`src/rtl/event_packetizer.sv`:
```
// event_packetizer: stamps granted pixel events with a free-running timestamp,
// packs them into event words, inserts an epoch marker on every timestamp wrap,
// and buffers the words in a FIFO toward a valid/ready readout port.
module event_packetizer #(
    parameter int ADD_W      = 4,
    parameter int TS_W       = 8,
    parameter int FIFO_DEPTH = 8,
    parameter int DROP_W     = 8,
    localparam int WORD_W    = 3 + 2 * ADD_W + TS_W,
    localparam int CNT_W     = $clog2(FIFO_DEPTH) + 1
) (
    input  logic              clk_i,
    input  logic              reset_i,
    input  logic              enable_i,
    input  logic              evt_valid_i,
    input  logic [ADD_W-1:0]  x_add_i,
    input  logic [ADD_W-1:0]  y_add_i,
    input  logic              pol_i,
    output logic              evt_ready_o,
    output logic              out_valid_o,
    input  logic              out_ready_i,
    output logic [WORD_W-1:0] data_o,
    output logic [CNT_W-1:0]  level_o,
    output logic [DROP_W-1:0] drop_cnt_o,
    output logic              overflow_o
);

    localparam int AW = CNT_W - 1;

    typedef enum logic [1:0] {
        IDLE = 2'd0,
        RUN  = 2'd1,
        MARK = 2'd2
    } state_t;

    state_t            state_q;
    logic [TS_W-1:0]   ts_q;
    logic [TS_W-1:0]   epoch_q;
    logic [CNT_W-1:0]  wr_ptr_q;
    logic [CNT_W-1:0]  rd_ptr_q;
    logic [CNT_W-1:0]  wr_ptr_nx;
    logic [CNT_W-1:0]  rd_ptr_nx;
    logic [CNT_W-1:0]  level;
    logic [CNT_W-1:0]  level_nx;
    logic [WORD_W-1:0] mem [FIFO_DEPTH];
    logic [WORD_W-1:0] data_q;
    logic [WORD_W-1:0] wr_word;
    logic [DROP_W-1:0] drop_q;
    logic              ovf_q;
    logic              full;
    logic              empty;
    logic              marker_pend;
    logic              wrap;
    logic              marker_wr;
    logic              evt_acc;
    logic              evt_drop;
    logic              wr_en;
    logic              rd_en;

    // Saturating increment for the drop counter.
    function automatic logic [DROP_W-1:0] sat_inc(input logic [DROP_W-1:0] v);
        return (v == {DROP_W{1'b1}}) ? v : v + DROP_W'(1);
    endfunction

    function automatic logic [WORD_W-1:0] pack_event(input logic p,
                                                      input logic [ADD_W-1:0] x,
                                                      input logic [ADD_W-1:0] y,
                                                      input logic [TS_W-1:0] ts);
        return {2'b01, p, x, y, ts};
    endfunction

    function automatic logic [WORD_W-1:0] pack_marker(input logic [TS_W-1:0] ep);
        return {2'b10, {(1 + 2 * ADD_W){1'b0}}, ep};
    endfunction

    // A pending marker is exactly the MARK state; it blocks events until written.
    assign marker_pend = (state_q == MARK);
    assign level       = wr_ptr_q - rd_ptr_q;
    assign full        = (level == CNT_W'(FIFO_DEPTH));
    assign empty       = (level == '0);
    assign wrap        = enable_i && (ts_q == {TS_W{1'b1}});

    assign evt_ready_o = enable_i & ~full & ~marker_pend;
    assign marker_wr   = enable_i & marker_pend & ~full;
    assign evt_acc     = evt_valid_i & evt_ready_o;
    assign evt_drop    = enable_i & evt_valid_i & ~evt_ready_o;
    assign wr_en       = marker_wr | evt_acc;
    assign rd_en       = ~empty & out_ready_i;

    // Marker and event never compete: a pending marker holds evt_ready_o low.
    assign wr_word   = marker_wr ? pack_marker(epoch_q)
                                 : pack_event(pol_i, x_add_i, y_add_i, ts_q);
    assign wr_ptr_nx = wr_ptr_q + CNT_W'(wr_en);
    assign rd_ptr_nx = rd_ptr_q + CNT_W'(rd_en);
    assign level_nx  = wr_ptr_nx - rd_ptr_nx;

    assign out_valid_o = ~empty;
    assign level_o     = level;
    assign data_o      = data_q;
    assign drop_cnt_o  = drop_q;
    assign overflow_o  = ovf_q;

    // Timestamp, epoch and capture state machine (IDLE/RUN/MARK).
    always_ff @(posedge clk_i) begin
        if (!reset_i || !enable_i) begin
            ts_q    <= '0;
            epoch_q <= '0;
            state_q <= IDLE;
        end else begin
            ts_q <= ts_q + 1'b1;
            if (wrap) begin
                epoch_q <= epoch_q + 1'b1;
            end
            case (state_q)
                IDLE:    state_q <= wrap ? MARK : RUN;
                RUN:     if (wrap) state_q <= MARK;
                // A wrap on the marker's own write edge re-arms the marker.
                MARK:    if (marker_wr && !wrap) state_q <= RUN;
                default: state_q <= IDLE;
            endcase
        end
    end

    // FIFO read/write pointers; the extra MSB separates full from empty.
    always_ff @(posedge clk_i) begin
        if (!reset_i) begin
            wr_ptr_q <= '0;
            rd_ptr_q <= '0;
        end else begin
            wr_ptr_q <= wr_ptr_nx;
            rd_ptr_q <= rd_ptr_nx;
        end
    end

    // FIFO storage, written without reset since pointers gate every read.
    always_ff @(posedge clk_i) begin
        if (wr_en) begin
            mem[wr_ptr_q[AW-1:0]] <= wr_word;
        end
    end

    // Registered head word; a write into an empty slot at the head is bypassed
    // so it appears one cycle after acceptance, and the word holds when empty.
    always_ff @(posedge clk_i) begin
        if (!reset_i) begin
            data_q <= '0;
        end else if (level_nx != '0) begin
            if (wr_en && (wr_ptr_q[AW-1:0] == rd_ptr_nx[AW-1:0])) begin
                data_q <= wr_word;
            end else begin
                data_q <= mem[rd_ptr_nx[AW-1:0]];
            end
        end
    end

    // Drop counter and sticky overflow flag.
    always_ff @(posedge clk_i) begin
        if (!reset_i) begin
            drop_q <= '0;
            ovf_q  <= 1'b0;
        end else if (evt_drop) begin
            drop_q <= sat_inc(drop_q);
            ovf_q  <= 1'b1;
        end
    end

endmodule

```
`config.mk`:
```
export PLATFORM = sky130hd
export DESIGN_NAME = event_packetizer
export DESIGN_NICKNAME = d
export VERILOG_FILES = /design/src/rtl/event_packetizer.sv
export SDC_FILE = /design/constraint.sdc
export NUM_CORES = 1
export LEC_CHECK = 0
export ABC_CLOCK_PERIOD_IN_PS = 10400
export CAP_MARGIN = 20
export CORE_MARGIN = 5
export CORE_UTILIZATION = 63
export DETAILED_ROUTE_END_ITERATION = 6
export GPL_TIMING_DRIVEN = 0
export PLACE_DENSITY = 0.86
export SLEW_MARGIN = 20
export SYNTH_ARGS = -nofsm -noshare
export SYNTH_HDL_FRONTEND = slang
export SYNTH_SLANG_ARGS = --single-unit
```
`constraint.sdc`:
```
create_clock -name clk_i -period 10.4 [get_ports clk_i]
set_input_delay 1.04 -clock clk_i [delete_from_list [all_inputs] [get_ports clk_i]]
set_output_delay 1.04 -clock clk_i [all_outputs]
set_load 0.02 [all_outputs]
```
run_1/zoom.png
Bar = 20 um. Window x 7 to 57, y 7 to 57 um. Cells in gray, sequential cells in the stronger gray; small squares are vias.
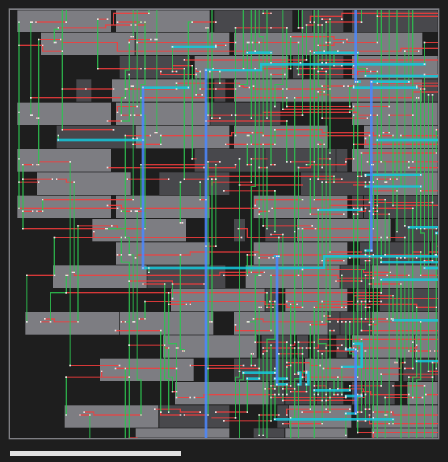
legend:
  green:
    layer: met2
  cyan:
    layer: met3
  red:
    layer: met1
  blue:
    layer: met4
most frequent: edfxtp_1 (42), mux4_2 (10), nand2_1 (8)
netlist names of flops here include: mem (42), data_o (3)
cells with their middle in the window: 91
sequential cells in the window: 45

run_1/final_placement.png
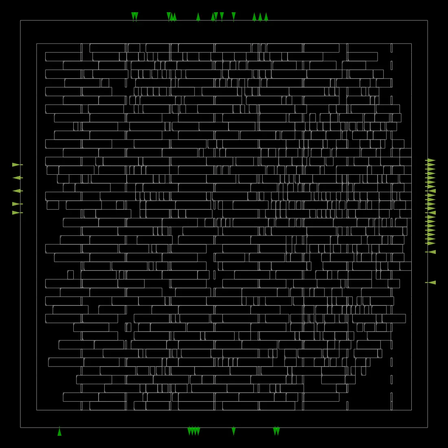
# fillers: 774
Flops: 206
Final Util: 75.5%

run_1/cell_classes.png
Fill, decap, tap and diode cells in gray.
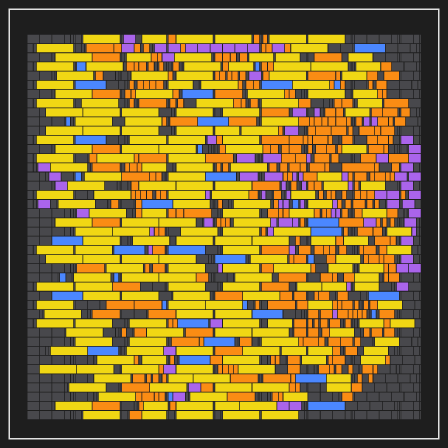
legend:
  purple:
    class: other buffers and delay cells
    cells: 84
  blue:
    class: clock drivers and dummy loads
    cells: 37
  orange:
    class: all other logic
    cells: 361
  yellow:
    class: flip-flops
    cells: 206
Seq area share: 56.0%
FP Rows: 42
design area: 10100 um^2

==> impl_metrics.py, run 1 <==
# Metrics from the implementation run
metrics = {
    "final_layout": {
        "area_growth_syn_to_layout_pct": 17.0,
        "mi_logic_area_um2": 2790,
        "fin_cells": 864,
        "largest_reg_flops": 152,
        "inverters": 21,
        "buffers": 84,
        "seqCellArea_um2": 5650,
        "logic_gates": 340,
        "final-clk-cell-share_pct": 6.43,
    },
    "critical_path": {
        "reg2reg_slack_ns": 4.23,
        "r2r_end": "data_o[1]",
        "crit_buf_inv": 7,
        "worstReg2RegStart": "wr_ptr_q[0]",
        "crit_start": "wr_ptr_q[0]",
        "rr_worst_depth": 21,
        "critPathRequiredTime_ns": 10.81,
        "path_cells": "inv_1, ha_1, inv_1, fa_1, nor3_4, nand2_1, and2_1, ha_1, ha_1, clkbuf_1, clkbuf_1, inv_1, ha_1, a21o_1, a21oi_1, xnor2_1, and2_1, buf_2, clkbuf_1, nand2_1, a21oi_1",
    },
    "cts": {
        "cts_buffers": 21,
        "clockRootBuffer": "clkbuf_16",
        "clk_path_buf_depth": 3,
        "cts_resized": 0,
        "clock-sinks": 206,
    },
    "synthesis": {
        "syn_area_um2": 8610,
        "synth_xor_xnor_area_share_pct": 3.15,
        "ys.flops": 206,
        "yosysUniqueCellTypes": 43,
        "ys_cells": 597,
        "synth_cells": 597,
        "yosysTopAreaCell": "edfxtp_1",
        "top_cells_by_area": "edfxtp_1 (53%), dfxtp_1 (13%), mux4_2 (9.9%), mux2i_1 (3.0%), nand2_1 (3.0%)",
    },
    "place": {
        "routabilityCongestion": 0.795,
        "dp_cells": 827,
        "portBuffers": 46,
    },
    "power": {
        "pwr-share-clk_pct": 27.1,
        "swShare_pct": 32.9,
        "power_frac_comb_pct": 36.8,
        "p_per_area_nw_per_um2": 264,
        "power_leakage_nw": 3.66,
        "switching_power_mw": 0.873,
        "seq_power_share_pct": 36.1,
        "p_seq_mw": 0.958,
    },
    "hold_path": {
        "min_path_type": "reg -> reg",
        "hold_depth": 2,
    },
    "grt": {
        "grt_overflow": 0,
        "grt_use_met2_pct": 42.4,
        "met3_usage_pct": 4.25,
    },
    "sta": {
        "rsz0062_at_grt": "false",
        "period_minus_slack_ns": 6.17,
        "period_used_pct": 59.4,
        "hold_viol_final": 0,
    },
    "floorplanning": {
        "taps": 176,
    },
    "routing": {
        "wl_met3_um": 2010,
        "drc": 0,
        "wl_per_cell_um": 23.1,
    },
    "job": {
        "tool_warnings": 27,
    },
    "run_status": {
        "outcome": "completed",
    },
}
run_1/registers.png
Other sequential cells in the stronger gray, the rest of the logic in the fainter gray.
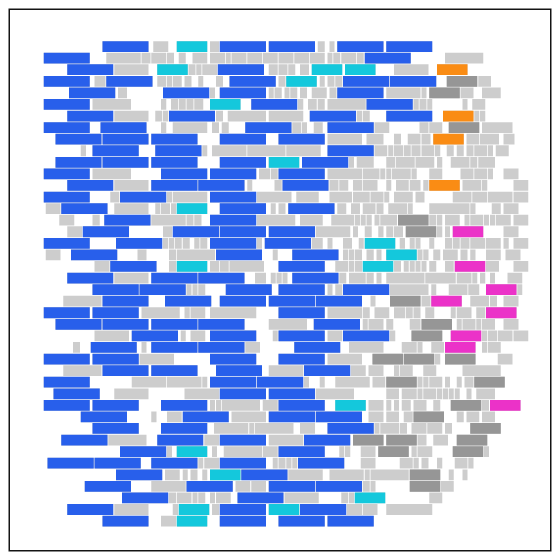

## Run 2: what changed since run 1
Settings changed: ABC_CLOCK_PERIOD_IN_PS 10400 to 5550, CORE_UTILIZATION 63 to 54, PLACE_DENSITY 0.86 to 0.79.
Clock period 10.4 ns to 5.55 ns, I/O delays scaled along.
run_2/registers.png
Other sequential cells in the stronger gray, the rest of the logic in the fainter gray.
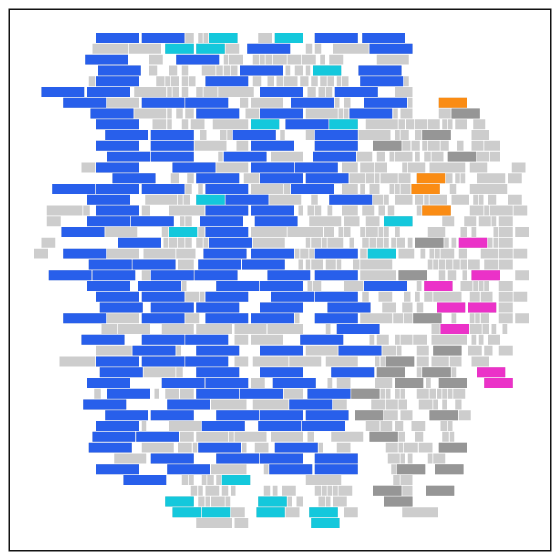
legend:
  magenta:
    netlist_name: drop_cnt_o
    sequential_cells: 8
    where: east
  orange:
    netlist_name: rd_ptr_q
    sequential_cells: 4
  blue:
    netlist_name: mem
    sequential_cells: 152
  cyan:
    netlist_name: data_o
    sequential_cells: 19
not colored: 23
Seq area share: 55.8%
Seq group: 1.79 mW

==> impl_metrics.py, run 2 <==
# Metrics from the implementation run
metrics = {
    "floorplanning": {
        "taps": 216,
        "rows": 46,
        "core_area_um2": 15800,
    },
    "routing": {
        "wl_per_cell_um": 21.4,
        "drc": 0,
        "wl_met3_um": 1830,
    },
    "synthesis": {
        "yosysTopAreaCell": "edfxtp_1",
        "synthesis.nets": 625,
        "synth_xor_xnor_area_share_pct": 3.15,
        "yosysUniqueCellTypes": 43,
        "ys_seq_share_pct": 65.6,
        "ys_cells": 597,
        "synthFlopType": "edfxtp_1",
        "syn_area_um2": 8610,
        "synth-compound-area-share_pct": 3.28,
        "top_cells_by_area": "edfxtp_1 (53%), dfxtp_1 (13%), mux4_2 (9.9%), mux2i_1 (3.0%), nand2_1 (3.0%)",
        "synth_cells": 597,
    },
    "critical_path": {
        "critPathRequiredTime_ns": 5.97,
        "worstReg2RegStart": "wr_ptr_q[0]",
        "reg2reg_slack_ns": 0.26,
        "crit_fanout": 11,
        "rr_worst_depth": 19,
        "r2r_end": "data_o[8]",
        "crit_buf_inv": 5,
        "slowest_delay_ns": 0.67,
        "crit_family": "adder cells",
        "crit_start": "wr_ptr_q[0]",
    },
    "final_layout": {
        "buffers": 80,
        "finish.utilization_pct": 64.1,
        "fin_area_um2": 10100,
        "area_growth_syn_to_layout_pct": 17.5,
        "fill_cells": 1109,
        "inverters": 21,
        "clockBufferCount": 26,
        "logic_gates": 340,
        "fin_cells": 901,
        "largest_reg_flops": 152,
        "final-clk-cell-share_pct": 6.64,
        "mi_logic_area_um2": 2810,
        "seqCellArea_um2": 5650,
        "ff_count": 206,
    },
    "power": {
        "power_frac_comb_pct": 36.8,
        "power_leakage_nw": 3.67,
        "power_leader": "combinational cells",
        "switching_power_mw": 1.65,
        "p_per_area_nw_per_um2": 492,
        "swShare_pct": 33.3,
        "pwr-share-clk_pct": 27.2,
        "seq_power_share_pct": 36.0,
    },
    "cts": {
        "clock-sinks": 206,
        "clockRootBuffer": "clkbuf_16",
        "cts_resized": 1,
        "clk_path_buf_depth": 3,
        "cts_buffers": 21,
    },
    "run_status": {
        "outcome": "completed",
    },
    "place": {
        "routabilityCongestion": 0.827,
        "portBuffers": 46,
    },
    "grt": {
        "met3_usage_pct": 4.81,
        "grt_overflow": 0,
        "grt_pass1_vias": 5478,
        "grt_use_met2_pct": 35.7,
    },
    "job": {
        "maxCapViolCount": 0,
        "tool_warnings": 27,
    },
    "hold_path": {
        "min_path_type": "reg -> reg",
        "hold_depth": 2,
    },
    "sta": {
        "finalSetupViolCount": 0,
        "rsz0062_at_grt": "false",
        "skew_ns": 0.00843,
        "period_minus_slack_ns": 5.29,
        "hold_viol_final": 0,
        "period_used_pct": 95.3,
    },
}
run_2/wire_density.png
Bar = 50 um. 27 x 27 tiles, from black (low) to pale yellow (high), scaled to the fullest tile. Values are wire area over tile area, all layers added.
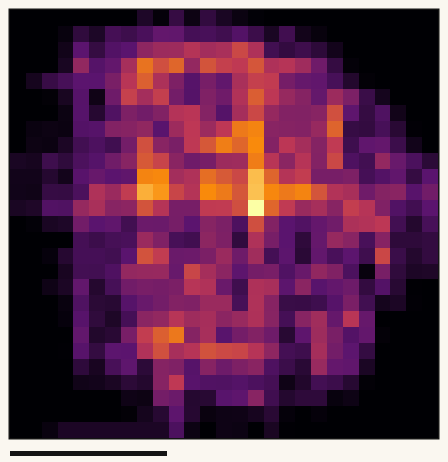
mean over tiles: 0.17
densest ninth of the die: center
nearly empty tiles: 24%
fullest tile: 0.77
tiles over half the peak: 9.9%

Power is estimated from default activity; no workload was simulated.
